Figure 1. Signal wires on met1.
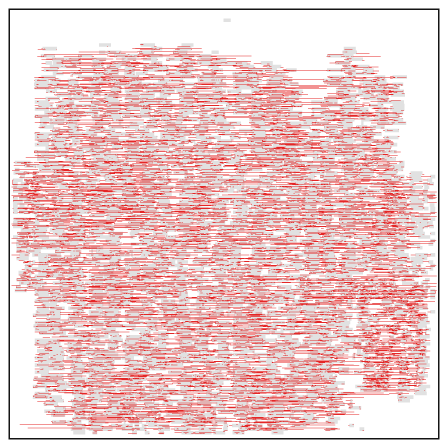
Figure 2. M2 wires.
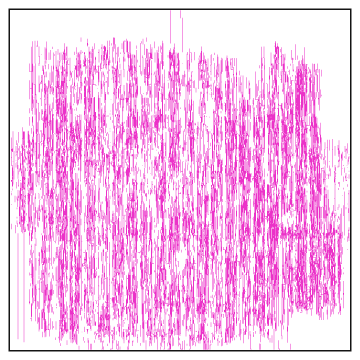
Figure 3. Signal wires on met3.
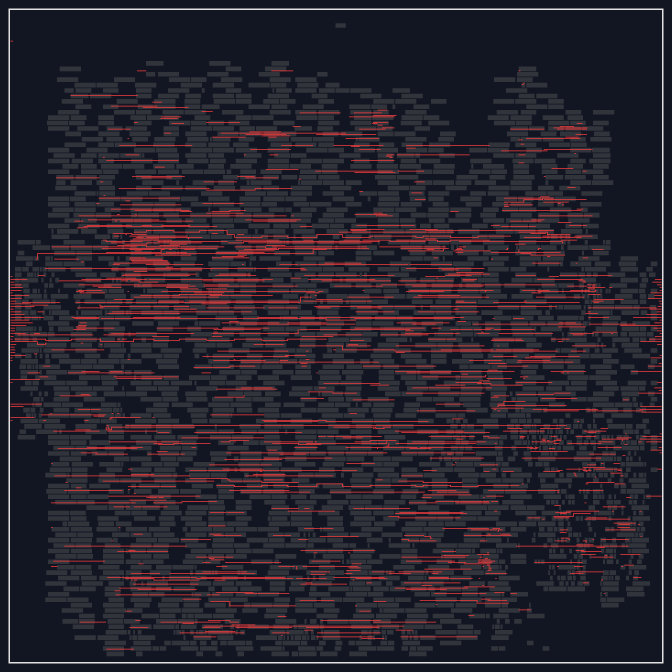
### config.mk
export PLATFORM = sky130hd
export DESIGN_NAME = regfile_param
export DESIGN_NICKNAME = d
export VERILOG_FILES = /design/src/rtl/regfile_param.sv
export SDC_FILE = /design/constraint.sdc
export NUM_CORES = 2
export LEC_CHECK = 0
export ABC_CLOCK_PERIOD_IN_PS = 8100
export CORE_MARGIN = 2
export CORE_UTILIZATION = 50
export DETAILED_ROUTE_END_ITERATION = 12
export HOLD_SLACK_MARGIN = 0.1
export PLACE_DENSITY = 0.7
export SLEW_MARGIN = 10
export SYNTH_ARGS = -nofsm -noshare
export SYNTH_HDL_FRONTEND = slang
export SYNTH_SLANG_ARGS = --single-unit
### constraint.sdc
create_clock -name clk -period 8.1 [get_ports clk]
set_input_delay 0.81 -clock clk [delete_from_list [all_inputs] [get_ports clk]]
set_output_delay 0.81 -clock clk [all_outputs]
set_load 0.01 [all_outputs]
### src/rtl/regfile_param.sv
// Parametrised clocked register file: one write port, NUM_READ registered read ports,
// write-to-read bypass, pending-write scoreboard and a post-reset clear sequence.
module regfile_param #(
    parameter int DATA_W   = 32,
    parameter int ADDR_W   = 5,
    parameter int NUM_READ = 2,
    parameter bit ZERO_REG = 1'b1,
    parameter bit BYPASS   = 1'b1
) (
    input  logic                         clk,
    input  logic                         rst_n,
    input  logic                         regWrite,
    input  logic [ADDR_W-1:0]            writeAddr,
    input  logic [DATA_W-1:0]            writeData,
    input  logic [NUM_READ*ADDR_W-1:0]   readAddr,
    output logic [NUM_READ*DATA_W-1:0]   readData,
    output logic [NUM_READ-1:0]          readBusy,
    input  logic                         issueValid,
    input  logic [ADDR_W-1:0]            issueAddr,
    output logic                         ready
);

    localparam int DEPTH = 1 << ADDR_W;

    typedef enum logic {
        INIT = 1'b0,
        RUN  = 1'b1
    } state_t;

    state_t                        state_r;
    state_t                        state_next_s;
    logic [ADDR_W-1:0]             cnt_r;
    logic [DATA_W-1:0]             mem_r [DEPTH];
    logic [DEPTH-1:0]              pending_r;
    logic [DEPTH-1:0]              pending_next_s;
    logic                          we_s;
    logic                          iv_s;
    logic [ADDR_W-1:0]             ra_s;
    logic [NUM_READ*DATA_W-1:0]    rdata_next_s;
    logic [NUM_READ-1:0]           busy_next_s;

    // Qualified write/issue strobes; a write to the hard-wired zero entry is dropped here.
    always_comb begin
        we_s = (state_r == RUN) && regWrite && !(ZERO_REG && (writeAddr == {ADDR_W{1'b0}}));
        iv_s = (state_r == RUN) && issueValid;
    end

    // Clear-sequence FSM next state: leave INIT once the last entry has been zeroed.
    always_comb begin
        state_next_s = state_r;
        case (state_r)
            INIT: begin
                if (cnt_r == {ADDR_W{1'b1}}) begin
                    state_next_s = RUN;
                end else begin
                    state_next_s = INIT;
                end
            end
            RUN:     state_next_s = RUN;
            default: state_next_s = INIT;
        endcase
    end

    // FSM state, clear counter and ready flag.
    always_ff @(posedge clk or negedge rst_n) begin
        if (!rst_n) begin
            state_r <= INIT;
            cnt_r   <= {ADDR_W{1'b0}};
            ready   <= 1'b0;
        end else begin
            state_r <= state_next_s;
            if (state_r == INIT) begin
                cnt_r <= cnt_r + {{(ADDR_W-1){1'b0}}, 1'b1};
            end else begin
                cnt_r <= cnt_r;
            end
            ready <= (state_next_s == RUN);
        end
    end

    // Storage array: cleared entry by entry during INIT, never reset directly.
    always_ff @(posedge clk) begin
        if (state_r == INIT) begin
            mem_r[cnt_r] <= {DATA_W{1'b0}};
        end else if (we_s) begin
            mem_r[writeAddr] <= writeData;
        end
    end

    // Pending scoreboard: clear on write, then set on issue so a newer producer wins.
    always_comb begin
        pending_next_s = pending_r;
        if (state_r == RUN) begin
            if (we_s) begin
                pending_next_s[writeAddr] = 1'b0;
            end else begin
                pending_next_s = pending_next_s;
            end
            if (iv_s) begin
                pending_next_s[issueAddr] = 1'b1;
            end else begin
                pending_next_s = pending_next_s;
            end
        end else begin
            pending_next_s = {DEPTH{1'b0}};
        end
        pending_next_s[0] = ZERO_REG ? 1'b0 : pending_next_s[0];
    end

    // Per-port read data and busy, including zero-register suppression and optional bypass.
    always_comb begin
        rdata_next_s = {(NUM_READ*DATA_W){1'b0}};
        busy_next_s  = {NUM_READ{1'b0}};
        ra_s         = {ADDR_W{1'b0}};
        for (int k = 0; k < NUM_READ; k++) begin
            ra_s = readAddr[k*ADDR_W +: ADDR_W];
            if (state_r != RUN) begin
                rdata_next_s[k*DATA_W +: DATA_W] = {DATA_W{1'b0}};
            end else if (ZERO_REG && (ra_s == {ADDR_W{1'b0}})) begin
                rdata_next_s[k*DATA_W +: DATA_W] = {DATA_W{1'b0}};
            end else if (BYPASS && we_s && (writeAddr == ra_s)) begin
                rdata_next_s[k*DATA_W +: DATA_W] = writeData;
            end else begin
                rdata_next_s[k*DATA_W +: DATA_W] = mem_r[ra_s];
            end
            busy_next_s[k] = pending_next_s[ra_s];
        end
    end

    // Registered outputs and scoreboard state.
    always_ff @(posedge clk or negedge rst_n) begin
        if (!rst_n) begin
            readData  <= {(NUM_READ*DATA_W){1'b0}};
            readBusy  <= {NUM_READ{1'b0}};
            pending_r <= {DEPTH{1'b0}};
        end else begin
            readData  <= rdata_next_s;
            readBusy  <= busy_next_s;
            pending_r <= pending_next_s;
        end
    end

endmodule

==> ci_impl_report.md <==
## Synthesis and layout report

| Metric | Value |
|---|---|
| Largest net degree at the start of global routing | roughly 140 |
| Clk sink count | roughly 1100 |
| Worst slew pin tran | roughly 1.2 ns |
| Highest Signal Layer | met5 |
| Non-clock buffer share | 2.964% |
| Synth Seq Share | a little under two thirds |
| Invs w/o clock | 9 |
| RR Startpoint | state_r$_DFF_PN0_ |
| Top cell excl fill/tap | edfxtp_1 |
| Worst Path Buf+Inv | 3 |
| Post-synthesis cell count | 2577 |
| Highest ir drop seen on vdd | 0.1714 mV |
| Skew final | 0.02290 ns |
| Flop count | ~1100 |
| CTS tree | done |
| Met3 Wirelength | around 16 mm |
| CTS root buf | clkbuf_16 |
| Grt peak-use layer | met2 |
| Placement Rows | approximately 120 |
| Logic share of the area | a little under a third |
| Setup WS pre-CTS | approximately 3.0 ns |
| Top cells by area | edfxtp_1 59%, mux4_2 28%, dfrtp_1 4.9% |
| Yosys cell count | around 2600 |
| Reg area | between 30000 and 40000 µm² |
| Synth-to-layout area growth | 12.71% |
| Resized cells post-CTS | 0 |
| DR iter-0 viols | ~3900 |
| DIE HEIGHT | between 300 and 400 µm |
| Crit-path slowest cell | nor2_4 |
| Fmax | about 220 MHz |
| Final min period | about 4.5 ns |
| Antenna viol nets, final | 0 |
| Mapped Area | around 52000 µm² |
| Clk buf depth | 3 |
| Dominant logic cell types in the final layout | 1024 x edfxtp_1, 643 x mux4_2, 119 x clkbuf_16, 111 x clkdlybuf4s50_1, 108 x nand2_1 |
| Total power per unit cell area | about 220 nW/µm² |
| Setup Viol. Count Final | 0 |
| Initial antenna violation count | 3 |
| Status | finished, final reports clean |
| Clk_lat worst skew | about 0.70 ns |
| Core Box Area | around 100000 µm² |
| Critical Path End Type | flip-flop |
| Reg2reg end | mem_r[13][24]$_DFFE_PP_ |
| I/O pins | approximately 120 |
| Ant diodes | 0 |
| Rel. slew slack | 17.51% |
| Pre-antenna DRT Iters | 6 |
| Layout Cells excl Fill | approximately 4100 |
| CLK BUF | roughly 150 |
| Non-clock buffers | 181 |
| Synth area leader | edfxtp_1 |
| Area-dominant class | sequential cells |
| CP max FO | 39 |
| GRT overflow | 0 |
| Routed metal-1 wire length | between 50 and 60 mm |
| Num CTS Buffers | ~110 |
| DR WL met2 | approximately 70 mm |
| CP max stage delay | roughly 1.1 ns |
| R2R depth | 8 |
| Logic area | around 18000 µm² |
| First-pass GRT wire length | approximately 210 mm |
| Dpl cell area | ~55000 µm² |
| Top_reg_cell synth | edfxtp_1 |
| Fillers | roughly 7600 |
| Via density | 6.971 |
| Tap cells | about 1400 |
| Synth cell types | 67 |
| Critical Path AT | a little under 5 ns |
| Static leakage | around 0.020 µW |
| Kind of critical path | primary input to flip-flop |
| Ys Warns | 0 |
| YS chip area | between 50000 and 60000 µm² |
| Area leader share | about three fifths |
| Nets@finish | 2726 |
| Vias in the first global route | around 30000 |
| RSZ-0062 raised after global routing | no |
| CP Capture Point | mem_r[13][24]$_DFFE_PP_ |
| Final Hold Fails | 0 |
| GRT Overall Usage | 27.06% |
| Fp util | about half |
| Avg Inst Size Synth | between 20 and 25 µm² |
| Async S/R FF share, synth | under 10% |
| Critical path's top delay family | simple AND/OR/NAND/NOR gates |
| Synth top cells by count | 1024 x edfxtp_1, 643 x mux4_2, 110 x nand2_1, 109 x nor2_1, 103 x dfrtp_1 |
| Hold/Removal Path Class | primary input to asynchronous set/reset pin |
| Flip-flops with a built-in enable | between 1000 and 1500 |
| Final GP Congestion | 0.8765 |
| Port bufs | 122 |
| Final Core Density | between 50% and 60% |
| Mapped Nets | 2635 |
| Setup bufs post-CTS | 0 |
| Tool warning count | 33 |
| Die width | around 330 µm |
| Post-synth regs | ~1100 |
| Drt drc | 0 |
| Final Max Slew Viols | 0 |
| Hold WS | slightly above 0.2 ns |
| H-tree levels | 3 |
| Cycle use final | a little under three fifths |
| ClkCell Share | roughly 6.6% |
| Setup crit start kind | primary input |
| Worst setup path start | writeAddr[4] |
| Placed insts | 3933 |
| Setup TNS | 0 ns |
| WL/cell | ~35 µm |
| Max cap viols | 0 |
| Top-count cell post-synth | edfxtp_1 |
| Cell chain of the critical path | clkdlybuf4s50_1 -> or3_1 -> o311a_2 -> buf_4 -> nand2_1 -> o21ai_0 -> nand2_1 -> nor2_4 -> buf_4 |
| Levels on crit path | 9 |
| Hold buffer count at cts | 0 |
| Final WS setup | about 3.6 ns |
| Die area | around 110000 µm² |
| Pwr Total | approximately 13000 µW |
| Seq/total area | between 50 and 60% |
| Clock transition at path regs | 0.06 ns |
| R2r setup slk | roughly 3.8 ns |
| Hpwl dp | approximately 80 mm |
| Fin area | just under 60000 µm² |
| Logic Gate Count | 1236 |
| Critical path required time | about 8.5 ns |
| Layout cells sized above 1 | roughly a third |
About Figure 1:
main direction = horizontal
share of all routed wire = 38%
wire length on this layer = 54.4 mm
longest straight run = 75.0 µm
nets with wire on the layer = 2618
routed vias: 28890
DRT Wirelength: 143.0 mm
GR Layer Usage met1: 39.02%

About Figure 2:
longest straight run = 127 µm
share of all routed wire = 48%
wire length on this layer = 68.0 mm
nets with wire on the layer = 2552
met2 usage: 42.07%

About Figure 3:
nets with wire on the layer = 373
share of all routed wire = 11%
met3 Usage GRT: 5.420%

-- report_power, final --
part           switching [µW]  total [µW]  internal, µW
Combinational             623        1080           458
Clock                    2280        5480          3200
Sequential               20.6        6450          6420
Total                    2920       13000         10100
-- state kept, by name, indices dropped and copies added (netlist names) --
name,count
readData,64
pending_r,31
state_r,1
readBusy,2
cnt_r,5
mem_r,1024
-- logic make-up after synthesis --
family | Yosys count | synth area share [%]
AOI/OAI and AO/OA | 167 | 2.156
xor gates and xnor gates | 15 | 0.2512
adders and majority gates | 2 | 0.04785
buffers and inverters | 214 | 1.950
DFF | 1127 | 63.73
muxes | 689 | 28.59
and+or+nand+nor | 363 | 3.273
No activity file was given, so power comes from the tool's default toggle rates.
